Met3 routing:
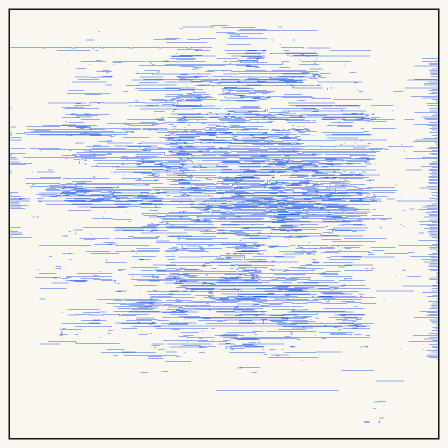
Where the registers sit:
Other sequential cells in the stronger grey, the rest of the logic in the fainter grey.
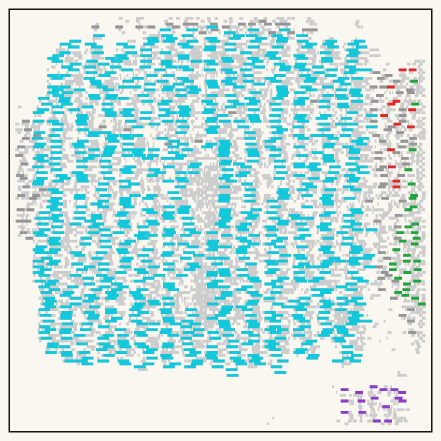
Pin placement:
Pins as bars across the die edge, other pins in grey.
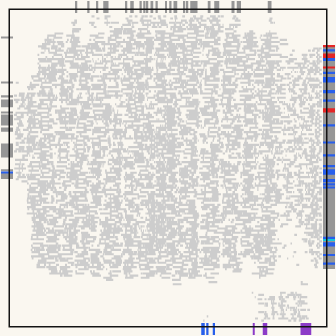
Metal layers overlaid:
Two of the layers only.
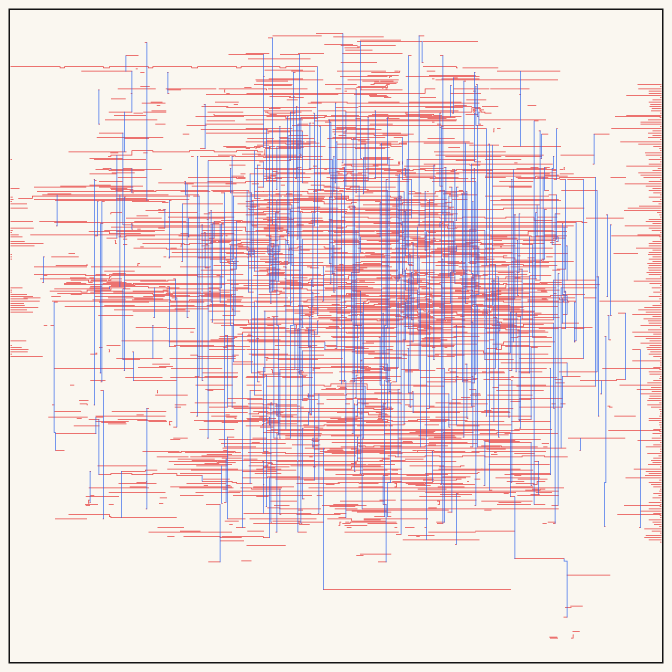
Congestion heat map:
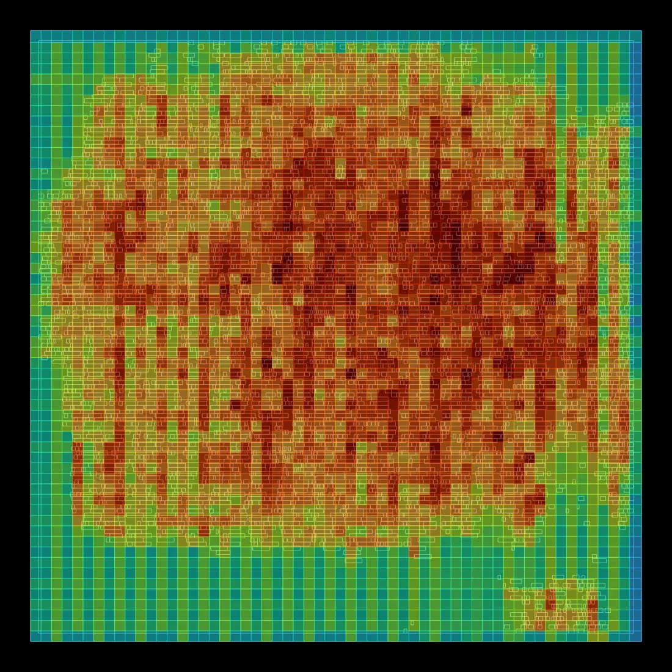
`src/rtl/rv_pkg.sv`:
```
// Shared decode definitions for the 5-stage RISC-V pipeline: opcodes,
// ALUOp encodings, control-bundle layout and the opcode-to-control decoder.
package rv_pkg;

    localparam logic [6:0] OP_R      = 7'b0110011;
    localparam logic [6:0] OP_IALU   = 7'b0010011;
    localparam logic [6:0] OP_LOAD   = 7'b0000011;
    localparam logic [6:0] OP_STORE  = 7'b0100011;
    localparam logic [6:0] OP_BRANCH = 7'b1100011;

    localparam logic [1:0] ALUOP_ADD = 2'b00;
    localparam logic [1:0] ALUOP_BR  = 2'b01;
    localparam logic [1:0] ALUOP_RF  = 2'b10;
    localparam logic [1:0] ALUOP_IF  = 2'b11;

    // Bit positions inside the 8-bit control bundle
    localparam int CTRL_BRANCH   = 7;
    localparam int CTRL_MEMREAD  = 6;
    localparam int CTRL_MEM2REG  = 5;
    localparam int CTRL_MEMWRITE = 4;
    localparam int CTRL_ALUSRC   = 3;
    localparam int CTRL_REGWRITE = 2;

    // Field order matches the bit positions above (branch is the MSB)
    typedef struct packed {
        logic       branch;
        logic       mem_read;
        logic       mem2reg;
        logic       mem_write;
        logic       alu_src;
        logic       reg_write;
        logic [1:0] alu_op;
    } ctrl_t;

    // Main control decoder; unknown opcodes produce an all-zero bundle
    function automatic ctrl_t decode_ctrl(input logic [6:0] opcode);
        ctrl_t c;
        c = '0;
        case (opcode)
            OP_R: begin
                c.reg_write = 1'b1;
                c.alu_op    = ALUOP_RF;
            end
            OP_IALU: begin
                c.alu_src   = 1'b1;
                c.reg_write = 1'b1;
                c.alu_op    = ALUOP_IF;
            end
            OP_LOAD: begin
                c.alu_src   = 1'b1;
                c.mem_read  = 1'b1;
                c.mem2reg   = 1'b1;
                c.reg_write = 1'b1;
                c.alu_op    = ALUOP_ADD;
            end
            OP_STORE: begin
                c.alu_src   = 1'b1;
                c.mem_write = 1'b1;
                c.alu_op    = ALUOP_ADD;
            end
            OP_BRANCH: begin
                c.branch    = 1'b1;
                c.alu_op    = ALUOP_BR;
            end
            default: c = '0;
        endcase
        return c;
    endfunction

endpackage

```
`src/rtl/rv_regfile.sv`:
```
// Architectural register file: x0 hard-wired to zero, two combinational read
// ports with write-through bypass so a WB write is visible in the same cycle.
module rv_regfile #(
    parameter  int XLEN = 32,
    parameter  int NREG = 32,
    localparam int RW   = $clog2(NREG)
) (
    input  logic            clk,
    input  logic            rst_n,
    input  logic            we,
    input  logic [RW-1:0]   wa,
    input  logic [XLEN-1:0] wd,
    input  logic [RW-1:0]   ra1,
    input  logic [RW-1:0]   ra2,
    output logic [XLEN-1:0] rd1,
    output logic [XLEN-1:0] rd2
);

    logic [XLEN-1:0] regs [NREG];

    // Clear every register on reset; otherwise commit WB writes, skipping x0
    always_ff @(posedge clk) begin
        if (!rst_n) begin
            for (int i = 0; i < NREG; i++) begin
                regs[i] <= '0;
            end
        end else if (we && (wa != '0)) begin
            regs[wa] <= wd;
        end
    end

    // Read ports: x0 is zero, a matching WB write bypasses the array
    always_comb begin
        rd1 = regs[ra1];
        rd2 = regs[ra2];
        if (ra1 == '0) begin
            rd1 = '0;
        end else if (we && (wa == ra1)) begin
            rd1 = wd;
        end
        if (ra2 == '0) begin
            rd2 = '0;
        end else if (we && (wa == ra2)) begin
            rd2 = wd;
        end
    end

endmodule

```
`src/rtl/id_stage_hz.sv`:
```
// Decode stage with integrated ID/EX register: register read, immediate and
// control generation, load-use hazard detection, flush and global hold.
module id_stage_hz
    import rv_pkg::*;
#(
    parameter  int XLEN      = 32,
    parameter  int NREG      = 32,
    parameter  int CNT_W     = 16,
    parameter  int HAZARD_EN = 1,
    localparam int RW        = $clog2(NREG)
) (
    input  logic             clk,
    input  logic             rst_n,
    input  logic             ifid_valid,
    input  logic [31:0]      ifid_instr,
    input  logic [XLEN-1:0]  ifid_pc,
    input  logic             wb_we,
    input  logic [RW-1:0]    wb_rd,
    input  logic [XLEN-1:0]  wb_data,
    input  logic             flush_i,
    input  logic             hold_i,
    output logic             stall_o,
    output logic             idex_valid,
    output logic [XLEN-1:0]  idex_rs1_data,
    output logic [XLEN-1:0]  idex_rs2_data,
    output logic [XLEN-1:0]  idex_pc,
    output logic [XLEN-1:0]  idex_imm,
    output logic [31:0]      idex_instr,
    output logic [RW-1:0]    idex_rs1,
    output logic [RW-1:0]    idex_rs2,
    output logic [RW-1:0]    idex_rd,
    output logic [7:0]       idex_ctrl,
    output logic [CNT_W-1:0] stall_cnt_o
);

    localparam logic             HZ_ON   = (HAZARD_EN != 0);
    localparam logic [CNT_W-1:0] CNT_ONE = CNT_W'(1);
    localparam logic [CNT_W-1:0] CNT_MAX = '1;

    typedef struct packed {
        logic            valid;
        logic [XLEN-1:0] rs1_data;
        logic [XLEN-1:0] rs2_data;
        logic [XLEN-1:0] pc;
        logic [XLEN-1:0] imm;
        logic [31:0]     instr;
        logic [RW-1:0]   rs1;
        logic [RW-1:0]   rs2;
        logic [RW-1:0]   rd;
        ctrl_t           ctrl;
    } idex_t;

    idex_t            idex_q;
    logic [CNT_W-1:0] stall_cnt_q;

    logic [6:0]       opcode;
    logic [RW-1:0]    rs1_idx;
    logic [RW-1:0]    rs2_idx;
    logic [RW-1:0]    rd_idx;
    logic [XLEN-1:0]  rs1_val;
    logic [XLEN-1:0]  rs2_val;
    logic [XLEN-1:0]  imm;
    ctrl_t            dec_ctrl;
    logic             lu;

    assign opcode   = ifid_instr[6:0];
    assign rs1_idx  = ifid_instr[15 +: RW];
    assign rs2_idx  = ifid_instr[20 +: RW];
    assign rd_idx   = ifid_instr[7 +: RW];
    assign dec_ctrl = decode_ctrl(opcode);

    rv_regfile #(
        .XLEN (XLEN),
        .NREG (NREG)
    ) u_regfile (
        .clk   (clk),
        .rst_n (rst_n),
        .we    (wb_we),
        .wa    (wb_rd),
        .wd    (wb_data),
        .ra1   (rs1_idx),
        .ra2   (rs2_idx),
        .rd1   (rs1_val),
        .rd2   (rs2_val)
    );

    // Sign-extended I/S/B immediates; every other opcode yields zero
    always_comb begin
        imm = '0;
        case (opcode)
            OP_IALU, OP_LOAD:
                imm = {{(XLEN-12){ifid_instr[31]}}, ifid_instr[31:20]};
            OP_STORE:
                imm = {{(XLEN-12){ifid_instr[31]}}, ifid_instr[31:25], ifid_instr[11:7]};
            OP_BRANCH:
                imm = {{(XLEN-13){ifid_instr[31]}}, ifid_instr[31], ifid_instr[7],
                       ifid_instr[30:25], ifid_instr[11:8], 1'b0};
            default:
                imm = '0;
        endcase
    end

    // Load-use detection: a load in ID/EX whose rd matches either source field
    always_comb begin
        lu = 1'b0;
        if (HZ_ON) begin
            lu = idex_q.valid && idex_q.ctrl[CTRL_MEMREAD] && (idex_q.rd != '0) &&
                 ifid_valid && ((idex_q.rd == rs1_idx) || (idex_q.rd == rs2_idx));
        end
    end

    // A flush or a hold overrides the hazard, so no stall is requested then
    assign stall_o = lu && !flush_i && !hold_i;

    // ID/EX register: reset, flush, hold, hazard/empty bubble, then normal load
    always_ff @(posedge clk) begin
        if (!rst_n) begin
            idex_q <= '0;
        end else if (flush_i) begin
            idex_q <= '0;
        end else if (hold_i) begin
            idex_q <= idex_q;
        end else if (lu || !ifid_valid) begin
            idex_q <= '0;
        end else begin
            idex_q.valid    <= 1'b1;
            idex_q.rs1_data <= rs1_val;
            idex_q.rs2_data <= rs2_val;
            idex_q.pc       <= ifid_pc;
            idex_q.imm      <= imm;
            idex_q.instr    <= ifid_instr;
            idex_q.rs1      <= rs1_idx;
            idex_q.rs2      <= rs2_idx;
            idex_q.rd       <= rd_idx;
            idex_q.ctrl     <= dec_ctrl;
        end
    end

    // Saturating count of cycles in which a load-use stall was taken
    always_ff @(posedge clk) begin
        if (!rst_n) begin
            stall_cnt_q <= '0;
        end else if (stall_o && (stall_cnt_q != CNT_MAX)) begin
            stall_cnt_q <= stall_cnt_q + CNT_ONE;
        end
    end

    assign idex_valid    = idex_q.valid;
    assign idex_rs1_data = idex_q.rs1_data;
    assign idex_rs2_data = idex_q.rs2_data;
    assign idex_pc       = idex_q.pc;
    assign idex_imm      = idex_q.imm;
    assign idex_instr    = idex_q.instr;
    assign idex_rs1      = idex_q.rs1;
    assign idex_rs2      = idex_q.rs2;
    assign idex_rd       = idex_q.rd;
    assign idex_ctrl     = idex_q.ctrl;
    assign stall_cnt_o   = stall_cnt_q;

endmodule

```
`config.mk`:
```
export PLATFORM = sky130hd
export DESIGN_NAME = id_stage_hz
export DESIGN_NICKNAME = d
export VERILOG_FILES = /design/src/rtl/rv_pkg.sv /design/src/rtl/rv_regfile.sv /design/src/rtl/id_stage_hz.sv
export SDC_FILE = /design/constraint.sdc
export NUM_CORES = 2
export LEC_CHECK = 0
export CELL_PAD_IN_SITES_DETAIL_PLACEMENT = 0
export CELL_PAD_IN_SITES_GLOBAL_PLACEMENT = 2
export CORE_MARGIN = 5
export CORE_UTILIZATION = 40
export DETAILED_ROUTE_END_ITERATION = 8
export GPL_TIMING_DRIVEN = 0
export PLACE_DENSITY = 0.85
export SLEW_MARGIN = 20
export SYNTH_ARGS = -nofsm -noshare
export SYNTH_HDL_FRONTEND = slang
export SYNTH_SLANG_ARGS = --single-unit
```
`constraint.sdc`:
```
create_clock -name clk -period 6 [get_ports clk]
set_clock_uncertainty 0.1 [all_clocks]
set_input_delay 1.2 -clock clk [delete_from_list [all_inputs] [get_ports clk]]
set_output_delay 1.2 -clock clk [all_outputs]
set_load 0.005 [all_outputs]
```
==> qor.yml <==
fin_ws_ns: 0.491
crit_type: "input pin to flop"
run_status: "finished, final reports clean"
synth_warnings: 0
xor_share_pct: 0.286
ys_top_cells_by_count: "edfxtp_1 (1024), and2_1 (963), mux4_2 (372)"
number_of_flip_flops_in_the_largest_register: 1024
fraction_of_standard_cell_area_in_multi_input_logic_pct: 34.5
worst_hold_path.num_cells: 2
fin_area_um2: 73400
synth.comb.largest_family: "multiplexers"
r2r_start: "idex_instr[9]$_SDFFE_PP0N_"
postCtsHoldBufs: 0
hold_slack_ns: 0.354
setup.worst_path.start_class: "input pin"
cts_setup_buffers: 0
setup.worst_path.end_class: "flop"
n_sequential_cell: 1189
numPlacedInstances: 6831
static-leakage-power_nw: 25.9
worst_case_hold_path_end_point: "idex_rs1_data[13]$_SDFFE_PP0N_"
worst_setup_path_startpoint: "ifid_instr[22]"
cts-resized-gates: 0
final_min_period_over_clock_period_pct: 91.8
grt_start_max_net_pins: 33
ys_types: 61
## Picture notes: 'met3 routing'
nets with wire on the layer	1054
share of all routed wire	14%
longest straight run	321 µm
wire length on this layer	38.2 mm
number of vias in the routed layout: 45250
GR Layer Usage met3: 12.8%
sum of routed wire length over all layers: 268000 µm

## Picture notes: 'where the registers sit'
colour	signal	placed flops	where
green	`idex_pc`	32	right middle
purple	`stall_cnt_o`	16	bottom right
red	`idex_imm`	13	top right
cyan	`u_regfile.regs`	1024	widely spread
sequential-cell power consumption: 0.00960 W
utilization after layout: 48.3%
combined flip-flop and latch cell area: 34100 µm²
fraction of area in registers: 46.4%

## Picture notes: 'pin placement'
colour	port	pins	direction	edge
red	`idex_ctrl`	8	output	right
cyan	`wb_we`	1	input	right
blue	`ifid_instr`	32	input	27 right, 4 bottom, 1 left
purple	`stall_cnt_o`	16	output	bottom
all pins by edge	208 right, 40 top, 39 left, 21 bottom
die extent in y: 401 µm
IO buf count: 294
x dimension of the die: 401 µm

## Picture notes: 'metal layers overlaid'
colour	layer	wire length
blue	M4	19400 µm
red	M3	38.2 mm
GRT Resource Usage Total: 32.2%
Avg WL per Cell: 37.7 µm

## Picture notes: 'congestion heat map'
most utilized layer in the global route result: met2
met2 capacity usage during global routing: 47.9%
fraction of met1 tracks used by global routing: 39.8%

No activity file was given, so power comes from the tool's default toggle rates.
